Fig. 1: run 1, PDN straps and rails
Drawn at 1.5 px/um. Pins as bars on the die edge. Tap cells in grey.
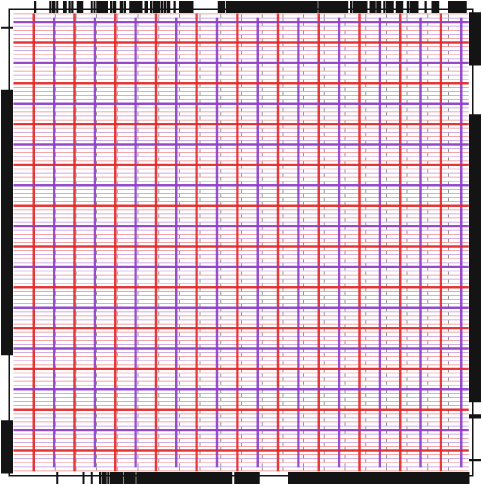
Fig. 2: run 1, placement by cell class
Drawn at 1.5 px/um. Fill, decap, tap and diode cells in grey.
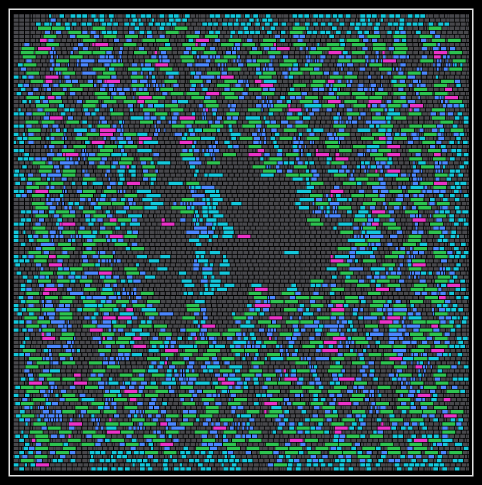
Fig. 3: run 1, routed clock nets over the placement
Drawn at 1 px/um.
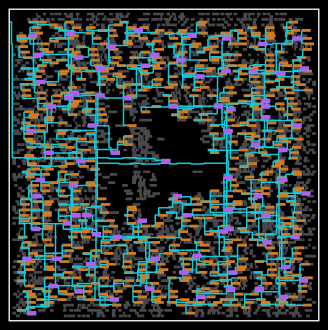
==> config.mk <==
export PLATFORM = sky130hd
export DESIGN_NAME = conv_sequencer
export DESIGN_NICKNAME = d
export VERILOG_FILES = /design/src/rtl/conv_sequencer.sv
export SDC_FILE = /design/constraint.sdc
export NUM_CORES = 1
export LEC_CHECK = 0
export CAP_MARGIN = 0
export CORE_AREA = 2 2 306 308
export DETAILED_ROUTE_END_ITERATION = 8
export DIE_AREA = 0 0 308 310
export PLACE_DENSITY_LB_ADDON = 0.05
export SYNTH_ARGS = -nofsm -noshare
export SYNTH_HDL_FRONTEND = slang
export SYNTH_SLANG_ARGS = --single-unit
==> constraint.sdc <==
create_clock -name clk -period 2 [get_ports clk]
set_input_delay 0.3 -clock clk [delete_from_list [all_inputs] [get_ports clk]]
set_output_delay 0.3 -clock clk [all_outputs]
set_load 0.01 [all_outputs]
==> run notes, run 1 <==
The xor/xnor share of the synthesized area was 0.000289. The run gives 3.16 ns for the clock period minus final worst setup slack. The met1 global-route usage is 0.292.

With the area fraction in full adders, half adders and majority gates at 0.00207, the post-synthesis cell type count is 39. According to the finish report, the design has a final net count of 3839. Detailed-routed wire length on met3: 8040 um. Setup repair after global routing could not meet its margin everywhere.

Max-slew check failures listed in the final report amount to 0. In the placement report, post-DP HPWL is listed as 82100 um. With the number of instances in the placed design at 4183, the per-instance average area after synthesis is 13.0 um^2. The filler cells instantiated in the layout total 8115. In the final report, the number of endpoints failing setup comes to 257.

The library cell contributing the largest single delay on the critical path is dfrtp_2. After synthesis, the cell types taking the most area are dfrtp_1, mux2_2, a22oi_1. The number of iterations in the first detailed-routing pass was 5. The post-detailed-routing wire length was 124000 um. The run gives 0.240 for the total global routing track utilization. The reg-to-reg setup timing slack is -0.44 ns, and the Yosys warning count is 0.

The worst stage delay on the critical path came out at 0.44 ns. Looking at the cell usage after synthesis, the top flip-flop cell is dfrtp_1. The simple-gate share of the synthesized area works out to 0.0563.

The post-synthesis async set-or-reset flop share was 1.00; the multi-input gate area in the final layout was 13400 um^2. The library cells used most frequently in the layout, excluding fill and tap cells, are dfrtp_1, clkdlybuf4s50_1, mux2_2. The most used logic cell in the final layout was dfrtp_1.

The logs give 112 for the row count and 0 for the DRC violation count after routing. The portion of the clock cycle consumed by the worst path in the final layout came out at 1.58. With the yosys stat cell total at 2323, the layout overhead on the synthesized area is 51.9%. For the non-filler instance count after layout, the log shows 4482.

The area fraction in compound gates after synthesis is 0.105, and the portion of netlist area occupied by mux cells is 0.227. With the total power at 76.1 mW, the total global routing overflow is 0. The number of warnings reported in the stage logs is 32. The first global-routing pass estimated 167000 um of wire. TritonCTS created 81 clock buffers.

Walking the worst path, the cells encountered are buf_6 -> ha_4 -> nor4bb_4 -> buf_4 -> buf_12 -> buf_12 -> buf_8 -> buf_4 -> a22oi_2 -> a21oi_2 -> o31a_1 -> buf_6. The layout cell share with drive strength beyond 1 works out to 0.385. The flow ran to the end, but the final reports show violations. At the end of routability-driven placement, the weighted congestion stood at 0.819. For the least setup slack across all paths after layout, the log shows -1.16 ns.

The post-synthesis cell type with the largest instance count is dfrtp_1. Number of clock sinks: 683. The most heavily used metal layer in global routing is met2. Category of cells accounting for the largest share of critical-path delay: buffers and inverters. After synthesis, the chip area reported by Yosys is 30300 um^2. The run gives 0.565 for the proportion of synthesized chip area in sequential cells.

By count the netlist is led by dfrtp_1, mux2_2, nand2_1. The core utilization at floorplan is 0.327. The net count after synthesis is 2972.

The highest clock rate this design can be run at is 0.316 GHz. The chip occupies 95500 um^2. Grouping non-sequential cells by family puts the most area in multiplexers.

The checks that failed: negative setup slack. Data on the critical path is required at its endpoint by 1.70 ns. The via total after detailed routing came out at 23500. Counting endpoints that fail hold in the final report gives 0. Synthesis handed over a netlist of 2323 instances. Final hold analysis gives a worst-case slack of 0.177 ns.

The run gives 0.631 for the headroom to the max-slew limit. The sum of buffers and inverters on the critical path was 7; the tally of buffers added on design ports was 713. At the placement stage, the worst setup path has a slack of -1.05 ns.

Using the TritonRoute via totals, the vias-per-cell ratio works out to 5.23. The run gives 0.0665 as the met3 usage. The run gives 3 as the buffer depth of the longest clock path.
## Picture notes: Fig. 1
colour	net
purple	VDD
red	VSS
rows	112
tap cells	1197
met4 straps	22
signal pins	778
met5 straps	22
overall die width: 308 um
worst ir drop on vdd: 0.695 mV
Placeable Area: 92500 um^2
die boundary height: 310 um

## Picture notes: Fig. 2
colour	class	cells
blue	all other logic	1426
green	flip-flops	683
cyan	other buffers and delay cells	998
magenta	clock drivers and dummy loads	145
Post-Route Utilization: 0.497
Non-Filler Cell Area, Final: 45900 um^2

## Picture notes: Fig. 3
[cyan] clock wires | length: 9990 um
[purple] cells driving clock nets | count: 81
[orange] flip-flops | count: 683
flops lie	spread over the die
part of the power in the clock network: 0.199
worst clock skew: 0.0140 ns
Clock Power: 15.2 mW
Clock Latency Late Sink: 0.63 ns

run 1: where the power goes:
part	internal [mW]	total, mW	switching (mW)	leakage, nW
Clock	9.12	15.2	6.04	1.35
Combinational	19.3	35.9	16.6	9.19
Sequential	20.7	25.1	4.42	8.27
Total	49.1	76.1	27.0	18.8
run 1: timing repair:
action                     in CTS  in global routing
gates cloned                   10                 33
buffers inserted               37                 52
resized                       472                181
pin swaps                     130                 88
hold endpoints to repair      322                  0
hold buffers                    1                  0
setup endpoints to repair     348                509
run 1: cell type report:
type | instances | share of cell area
Clock inverter | 23 | 0.00575
Tap cell | 1197 | 0.0326
Inverter | 5 | 0.000517
Antenna cell | 33 | 0.00180
Sequential cell | 683 | 0.372
Clock buffer | 122 | 0.0536
Multi-Input combinational cell | 1421 | 0.292
Timing Repair Buffer | 998 | 0.242
## Run 2: what changed since run 1
- SKIP_LAST_GASP: not set -> 1
==> run 2 against run 1 <==
  * Clock power is essentially flat
  * Final cell count is 0.67% lower
  * Worst setup slack better by 0.029 ns
  * Synthesized area unchanged
  * Utilization shrank 1.3 points
  * Sequential share of layout area up 0.98 points
  * Final area shrank 2.6%
  * The flow still finishes with violations (negative setup slack)
  * Critical endpoint is now cu_b[13]
  * Combinational power is 5.8% lower
  * Die size did not move
  * Via count down 1.1%
  * Count of clock-buffer cells in the layout unchanged
==> run notes, run 2 <==
The run finished, with violations left. The final reports fail on negative setup slack. With the via total after detailed routing at 23200, the layout sequential cell count is 683. The logs give 0.337 for the register share of total power and -1.13 ns for the least setup slack across all paths after layout. The first global-routing pass estimated 167000 um of wire. Dividing the synthesized area by the synthesized cell count gives 13.0 um^2. The run gives 13100 um^2 for the multi-input gate area in the final layout. With the share of the final layout cell area in sequential cells at 0.382, the power consumed by combinational cells is 33.8 mW. Endpoints failing hold in the final report were tallied at 0.

The run gives 35 for the number of antenna cells inserted. The most used flip-flop cell after synthesis is dfrtp_1. After detailed routing, the total wire length is 120000 um. The signal on the critical path passes through buf_6 -> ha_4 -> nor4bb_4 -> buf_6 -> buf_12 -> buf_12 -> buf_12 -> a22oi_2 -> a21oi_2 -> o31a_1 -> buf_2. Per the Yosys statistics, synthesis produced 2323 cells. The tools report the number of iterations in the first detailed-routing pass as 5. The clock passes through at most 3 buffers. Library cell contributing the largest single delay on the critical path: dfrtp_2. The combinational share of power came out at 0.458. For this run the aggregate overflow at the end of global routing stands at 0. For the worst-skew pair, the clock arrives at the later sink with an insertion delay of 0.63 ns. The reg-to-reg setup timing slack is -0.32 ns.

The area fraction in compound gates after synthesis was 0.105; the DRC violation count after routing was 0. The largest cell class by area is flip-flops and latches. The finished layout holds 4452 standard cells, fillers aside. After layout, the inverter instance count without clock inverters stands at 5. Hold is met by 0.173 ns. The tools report the chip area line of the yosys report as 30300 um^2.

The end-of-flow timing check tallies setup violations at 126. Fill cells in the final layout number 8235. The run gives 0.565 as the proportion of synthesized chip area in sequential cells. Clock buffer and inverter area fraction after layout: 0.0609.
## run 2: cell counts after synthesis
No cell type changed its count.
## run 2: metal layers
layer	up-vias	share of wire	GRT usage
li1	10300	-	-
met5	-	0.0029	0
met3	238	0.064	0.0657
met2	688	0.49	0.404
met1	11900	0.41	0.291
met4	54	0.033	0.0938
## run 2: timing repair
item / CTS / global route
pin swaps: 118 / 104
hold buffers: 1 / 0
hold endpoints to repair: 322 / 0
resized: 405 / 154
buffers inserted: 37 / 45
endpoints found under the setup margin: 348 / 624
gates cloned: 10 / 7
## run 2: logic make-up (layout without fill, tap and decap cells)
logic type,Yosys count,after routing
muxes,610,610
adders and majority gates,5,5
AOI/OAI and AO/OA,457,457
and+or+nand+nor,348,348
other,0,35
buffers and inverters,219,1116
xor gates and xnor gates,1,1
DFF,683,683
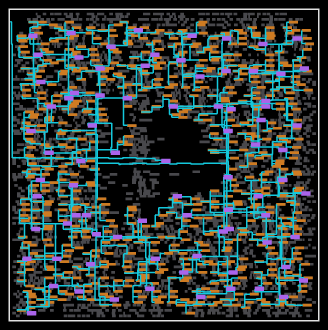
Fig. 4. Routed clock nets over the placement (run 2).
Drawn at 1 px/um.
[purple] cells driving clock nets | count: 81
[orange] flip-flops | count: 683
[cyan] clock wires | length: 9990 um
flops lie	spread over the die
routed clock nets	82
Clock Power: 15.1 mW
part of the power in the clock network: 0.205
worst clock skew: 0.0139 ns

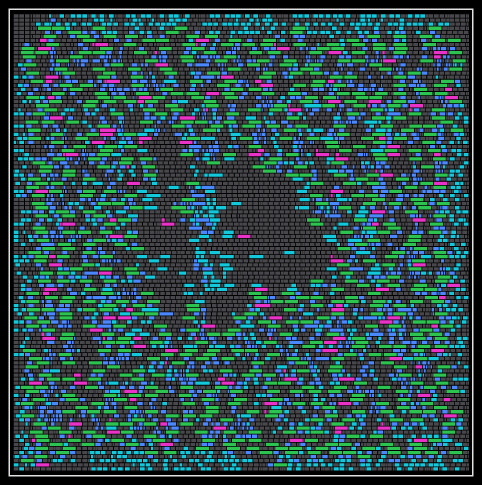
Fig. 5. Placement by cell class (run 2).
Drawn at 1.5 px/um. Fill, decap, tap and diode cells in grey.
colour	class	cells
cyan	other buffers and delay cells	966
blue	all other logic	1426
magenta	clock drivers and dummy loads	145
green	flip-flops	683
Non-Filler Cell Area, Final: 44800 um^2
placement row count: 112

Power is estimated from default activity; no workload was simulated.
